[src/rtl/clock_pkg.sv]
// Shared clock-chain types and digit limits.
// Used by the min/sec stage, the hour stage and the display decoder.
package clock_pkg;

  typedef logic [3:0] bcd_t;

  localparam bcd_t DIGIT_MAX   = 4'd9;
  localparam bcd_t TENS_MAX_60 = 4'd5;

  // True when a mod-60 BCD pair reads 59.
  function automatic logic at_59(
    input bcd_t tens,
    input bcd_t units
  );
    return (tens == TENS_MAX_60) &&
           (units == DIGIT_MAX);
  endfunction

endpackage

[src/rtl/bcd_mod60.sv]
// Two-digit BCD counter 00..59 with clear.
// carry is combinational: high when inc wraps 59 -> 00.
module bcd_mod60
  import clock_pkg::*;
(
  input  logic       in_clk,
  input  logic       rst,
  input  logic       inc,
  input  logic       clr,
  output logic [3:0] tens,
  output logic [3:0] units,
  output logic       carry
);

  bcd_t t_q;
  bcd_t u_q;

  assign tens  = t_q;
  assign units = u_q;
  assign carry = inc & ~clr & at_59(t_q, u_q);

  // Digit registers: clear wins, else BCD increment.
  // Out-of-range values fold back to 0 rather than
  // counting further.
  always_ff @(posedge in_clk or negedge rst) begin
    if (!rst) begin
      t_q <= '0;
      u_q <= '0;
    end else if (clr) begin
      t_q <= '0;
      u_q <= '0;
    end else if (inc) begin
      if (u_q >= DIGIT_MAX) begin
        u_q <= '0;
        if (t_q >= TENS_MAX_60)
          t_q <= '0;
        else
          t_q <= t_q + 4'd1;
      end else begin
        u_q <= u_q + 4'd1;
      end
    end
  end

endmodule

[src/rtl/min_sec_counter.sv]
// Seconds/minutes timebase ahead of the hour counter.
// Prescaler, input synchronisers, set logic, hour pulse.
module min_sec_counter
  import clock_pkg::*;
#(
  parameter int DIV = 1000
) (
  input  logic       in_clk,
  input  logic       rst,
  input  logic       run,
  input  logic       clr_sec,
  input  logic       set_min,
  input  logic       set_hr,
  output logic [3:0] s1,
  output logic [3:0] s10,
  output logic [3:0] m1,
  output logic [3:0] m10,
  output logic       sec_tick,
  output logic       hour_out
);

  localparam int PW = (DIV > 2) ? $clog2(DIV) : 1;
  localparam logic [PW-1:0] P_LAST = PW'(DIV - 1);

  logic [PW-1:0] p;
  logic [1:0]    clr_sy;
  logic [1:0]    min_sy;
  logic [1:0]    hr_sy;
  logic          min_prev;
  logic          hr_prev;

  logic clr_lvl;
  logic min_edge;
  logic hr_edge;
  logic tick;
  logic sec_carry;
  logic min_inc;
  logic min_carry;
  logic hr_req;

  assign clr_lvl  = clr_sy[1];
  assign min_edge = min_sy[1] & ~min_prev;
  assign hr_edge  = hr_sy[1] & ~hr_prev;

  // A second elapses on the last prescaler count;
  // a clear in the same cycle swallows it.
  assign tick = run & ~clr_lvl & (p == P_LAST);

  // Set buttons only act while stopped.
  assign min_inc = sec_carry | (~run & min_edge);
  assign hr_req  = min_carry | (~run & hr_edge);

  // Two-flop synchronisers plus edge history.
  // History keeps tracking while running so a
  // held button does not fire when run drops.
  always_ff @(posedge in_clk or negedge rst) begin
    if (!rst) begin
      clr_sy   <= '0;
      min_sy   <= '0;
      hr_sy    <= '0;
      min_prev <= 1'b0;
      hr_prev  <= 1'b0;
    end else begin
      clr_sy   <= {clr_sy[0], clr_sec};
      min_sy   <= {min_sy[0], set_min};
      hr_sy    <= {hr_sy[0], set_hr};
      min_prev <= min_sy[1];
      hr_prev  <= hr_sy[1];
    end
  end

  // Prescaler: cleared by clr_sec, frozen when stopped.
  always_ff @(posedge in_clk or negedge rst) begin
    if (!rst)
      p <= '0;
    else if (clr_lvl)
      p <= '0;
    else if (run) begin
      if (p == P_LAST)
        p <= '0;
      else
        p <= p + 1'b1;
    end
  end

  bcd_mod60 u_sec (
    .in_clk (in_clk),
    .rst    (rst),
    .inc    (tick),
    .clr    (clr_lvl),
    .tens   (s10),
    .units  (s1),
    .carry  (sec_carry)
  );

  bcd_mod60 u_min (
    .in_clk (in_clk),
    .rst    (rst),
    .inc    (min_inc),
    .clr    (1'b0),
    .tens   (m10),
    .units  (m1),
    .carry  (min_carry)
  );

  // Output pulses line up with the new digits.
  // hour_out is forced low after a high cycle so
  // adjacent requests never merge into one edge.
  always_ff @(posedge in_clk or negedge rst) begin
    if (!rst) begin
      sec_tick <= 1'b0;
      hour_out <= 1'b0;
    end else begin
      sec_tick <= tick;
      hour_out <= hr_req & ~hour_out;
    end
  end

endmodule
[config.mk]
export PLATFORM = sky130hd
export DESIGN_NAME = min_sec_counter
export DESIGN_NICKNAME = d
export VERILOG_FILES = /design/src/rtl/clock_pkg.sv /design/src/rtl/bcd_mod60.sv /design/src/rtl/min_sec_counter.sv
export SDC_FILE = /design/constraint.sdc
export NUM_CORES = 1
export LEC_CHECK = 0
export CAP_MARGIN = 20
export CORE_ASPECT_RATIO = 1.75
export CORE_MARGIN = 2
export CORE_UTILIZATION = 61
export CTS_BUF_LIST = sky130_fd_sc_hd__clkbuf_8
export DETAILED_ROUTE_END_ITERATION = 7
export GPL_ROUTABILITY_DRIVEN = 0
export PLACE_DENSITY = 0.83
export SLEW_MARGIN = 40
export SYNTH_ARGS = -nofsm -noshare
export SYNTH_HDL_FRONTEND = slang
export SYNTH_SLANG_ARGS = --single-unit
[constraint.sdc]
create_clock -name in_clk -period 5 [get_ports in_clk]
set_input_delay 1 -clock in_clk [delete_from_list [all_inputs] [get_ports in_clk]]
set_output_delay 1 -clock in_clk [all_outputs]
set_load 0.02 [all_outputs]
Figure 1. Metal 4.
Scale bar: 10 µm.
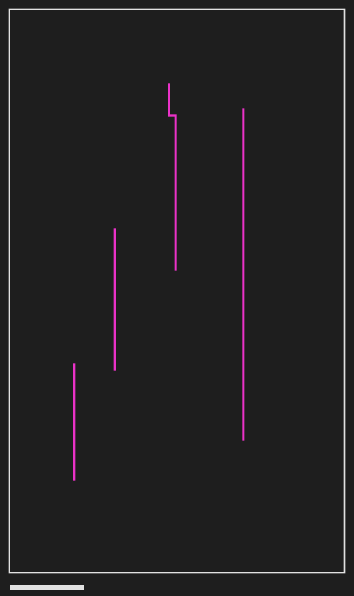
- main direction: vertical
- nets with wire on the layer: 4
- wire length on this layer: 106 µm

Figure 2. Pin map.
Pins as bars across the die edge, other pins in gray.
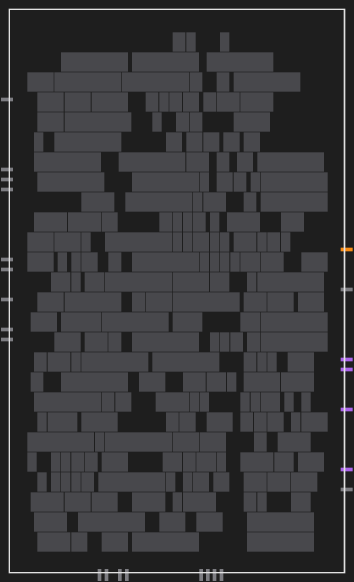
- orange: sec_tick (pins 1; direction output; edge right)
- purple: s1 (pins 4; direction output; edge right)
Die Span X: 45.4 µm
number of port buffers: 23

Figure 3. Clock distribution.
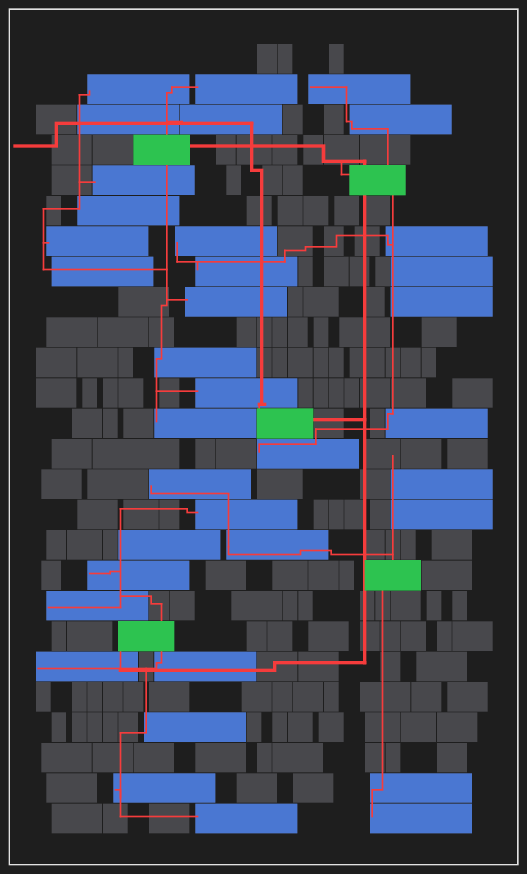
- red: clock wires (length 440 µm)
- blue: flip-flops (count 36)
- green: clock-net drivers (count 5)
- flops lie: spread over the die
- routed clock nets: 6
proportion of power drawn by the clock network: 24.9%
setup clock skew after layout: 0.00407 ns
clock group total power: 206 µW
clk latency late pin: 0.30 ns

Figure 4. Cells by drive strength.
Scale bar: 10 µm.
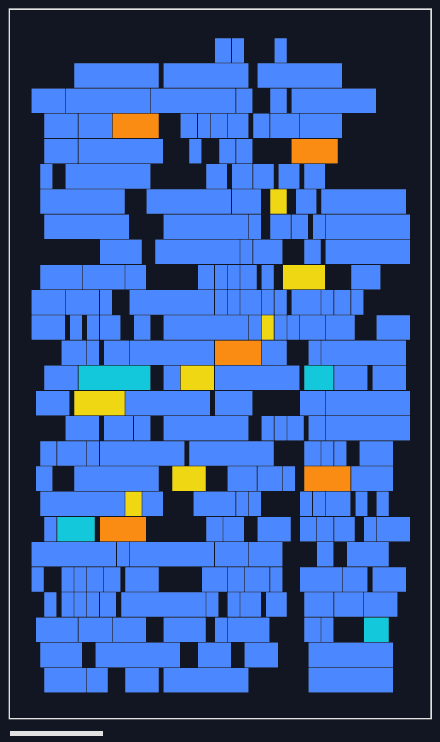
- cyan: x3 and x4 (cells 4; share 1.9%)
- yellow: x2 (cells 7; share 3.3%)
- blue: x1 and smaller (cells 196; share 92%)
- orange: x6 and larger (cells 5; share 2.4%)
number of ordinary and repair buffers in the finished layout: 24
final setup slack of the worst path: 1.69 ns
final non-filler cell area: 2170 µm²
area overhead of the layout relative to synthesis: 18.7%

==> flow_summary.toml <==
# generated from flow reports
[outcome]
outcome = "finished, final reports clean"

[critical_path]
critical_path.startpoint = "run"
cp-end-kind = "register"
criticalPathCategory = "primary input to register"
rrSetupSlack_ns = 2.33
timing.rr.start = "p[0]"
worst_setup_path_endpoint = "u_min.tens[0]"
timing.critical_path.fanout_max = 11
crit-reg2reg-capture = "u_min.tens[0]"

[detailed_routing]
routed_wl_um = 3740
ant_nets = 0
drt_pre_antenna_iters = 4
route.met2.wl_um = 2020
detailroute.via_count = 1474
dr.first_iter.drc_count = 60
wl_per_cell_um = 15.6
maxUsedRoutingLayer = "met4"
number_of_vias_per_cell = 6.14
detailroute.wirelength.met3_um = 146
drcViolationCount = 0

[flow_run]
timing.max_cap.violations = 0

[cts]
tritoncts_num_sinks = 36
clockBufferDepth = 2
tritoncts = "built"
postCtsResizedCells = 0
numCtsBuffers = 5
cts_root_buffer = "clkbuf_8"
cts.repair_timing.setup_buffer_count = 0
cts.clk_slew.worst_paths_ns = 0.07
cts_htree_levels = 2

[synthesis]
postSynth.topFlopCell = "dfrtp_1"
post_synthesis_cell_area_um2 = 1830
fp_nets = 203
yosysWarningCount = 0
syn_area_per_cell_um2 = 9.94
share_of_the_synthesized_netlist_area_taken_by_xor_and_xnor_gates_pct = 0.479
post-synth-top-count-cell = "dfrtp_1"
post_synth_main_area_contributors = "dfrtp_1 (49%), ha_1 (8.9%), nand2_1 (4.5%), o21ai_0 (4.4%), nor2_1 (3.3%)"
netlist.area_leader.share_pct = 49.2
synth_async_sr_flop_share_pct = 100
post_synth_num_cell_types = 38
yosys_cells = 184
number_of_flops_mapped_to_enable_cells_by_yosys = 0
yosys.stat.chipArea_um2 = 1830
post_synth_main_logic_family = "simple AND/OR/NAND/NOR gates"
seq_area_frac_synth_pct = 49.2
synthSimpleGateAreaFrac_pct = 21.2
post_synth_top_area_cell = "dfrtp_1"
synth.top_cells.by_count = "dfrtp_1 (36), nand2_1 (22), nor2_1 (16), o21ai_0 (16), inv_1 (14)"
postSynthCellCount = 184

[hold_path]
whs_path_depth = 0
timing.hold.worst.start = "hr_sy[0]"
worst_hold_path_endpoint = "hr_sy[1]"

[placement]
dpl_cell_area_um2 = 2080
dp_cells = 232
post-dp-hpwl_um = 2690
post-place-ws_ns = 1.41

[final_timing]
timing.final.hold_violations = 0
setup_viol = 0
post_layout_period_usage_pct = 66.2
unrepaired_setup_endpoints_after_global_routing = "no"
holdWs_ns = 0.361
achievable-frequency_mhz = 302
totalNegativeSetupSlack_ns = 0
timing.final.max_slew_violations = 0
worstMarginPinSlew_ns = 0.670
worst_slew_margin_rel_pct = 54.6
final_period_minus_worst_setup_slack_ns = 3.31

[floorplanning]
design.die.area_um2 = 3470
ioPinCount = 24
core_region_area_um2 = 2900
floorplan.initialDensity_pct = 63.2

[global_route]
grt_busiest_layer = "met2"
groute.layer.met3.usage_pct = 7.35
grt_usage_pct = 25.2
grt_pass1_vias = 1416
grt_remaining_overflow = 0
grt_util_met2_pct = 40.8
number_of_antenna_violations_at_the_first_check_in_global_routing = 0

[cells_and_area]
layout-drive-gt1-share_pct = 7.55
layout.filler_cells = 204
layout.cells.most_common_list = "dfrtp_1 (36), clkdlybuf4s50_1 (23), nand2_1 (22)"
finalNetCount = 230
finished_layout_cells = 240
layout_utilization_pct = 75.0
layout_top_cell = "dfrtp_1"

[pwr]
fin_total_pwr_uw = 830
total_leakage_power_uw = 0.000931
switching_power_of_the_nets_uw = 298
ir_drop_mv = 0.280
power.combinational.total_uw = 246
sequentialPower_uw = 378
power_leader = "registers"
==> flip-flops by register name (all words and copies together) (netlist names), 2 cells and up <==
signal / count
p: 10
u_min.units: 4
u_sec.tens: 4
u_sec.units: 4
clr_sy: 2
u_min.tens: 4
min_sy: 2
hr_sy: 2
==> worst max-delay path: stages <==
cell	delay (ns)
clkdlybuf4s50_1	0.63
inv_2	0.08
or4_1	0.69
o41a_1	0.66
nor2_4	0.24
mux2i_1	0.21
==> final cells by class <==
type                       instances  area [µm²]  area share, %
clock buffer                       5        68.8           3.17
multi-input combinational        129         855           39.3
inverter                          15        56.3           2.59
timing repair buffer              24         238           10.9
tap                               28        35.0           1.61
sequential                        36         901           41.5
clock inverter                     3        18.8          0.864
Power figures rest on the tool's default switching activity, not on a simulated workload.
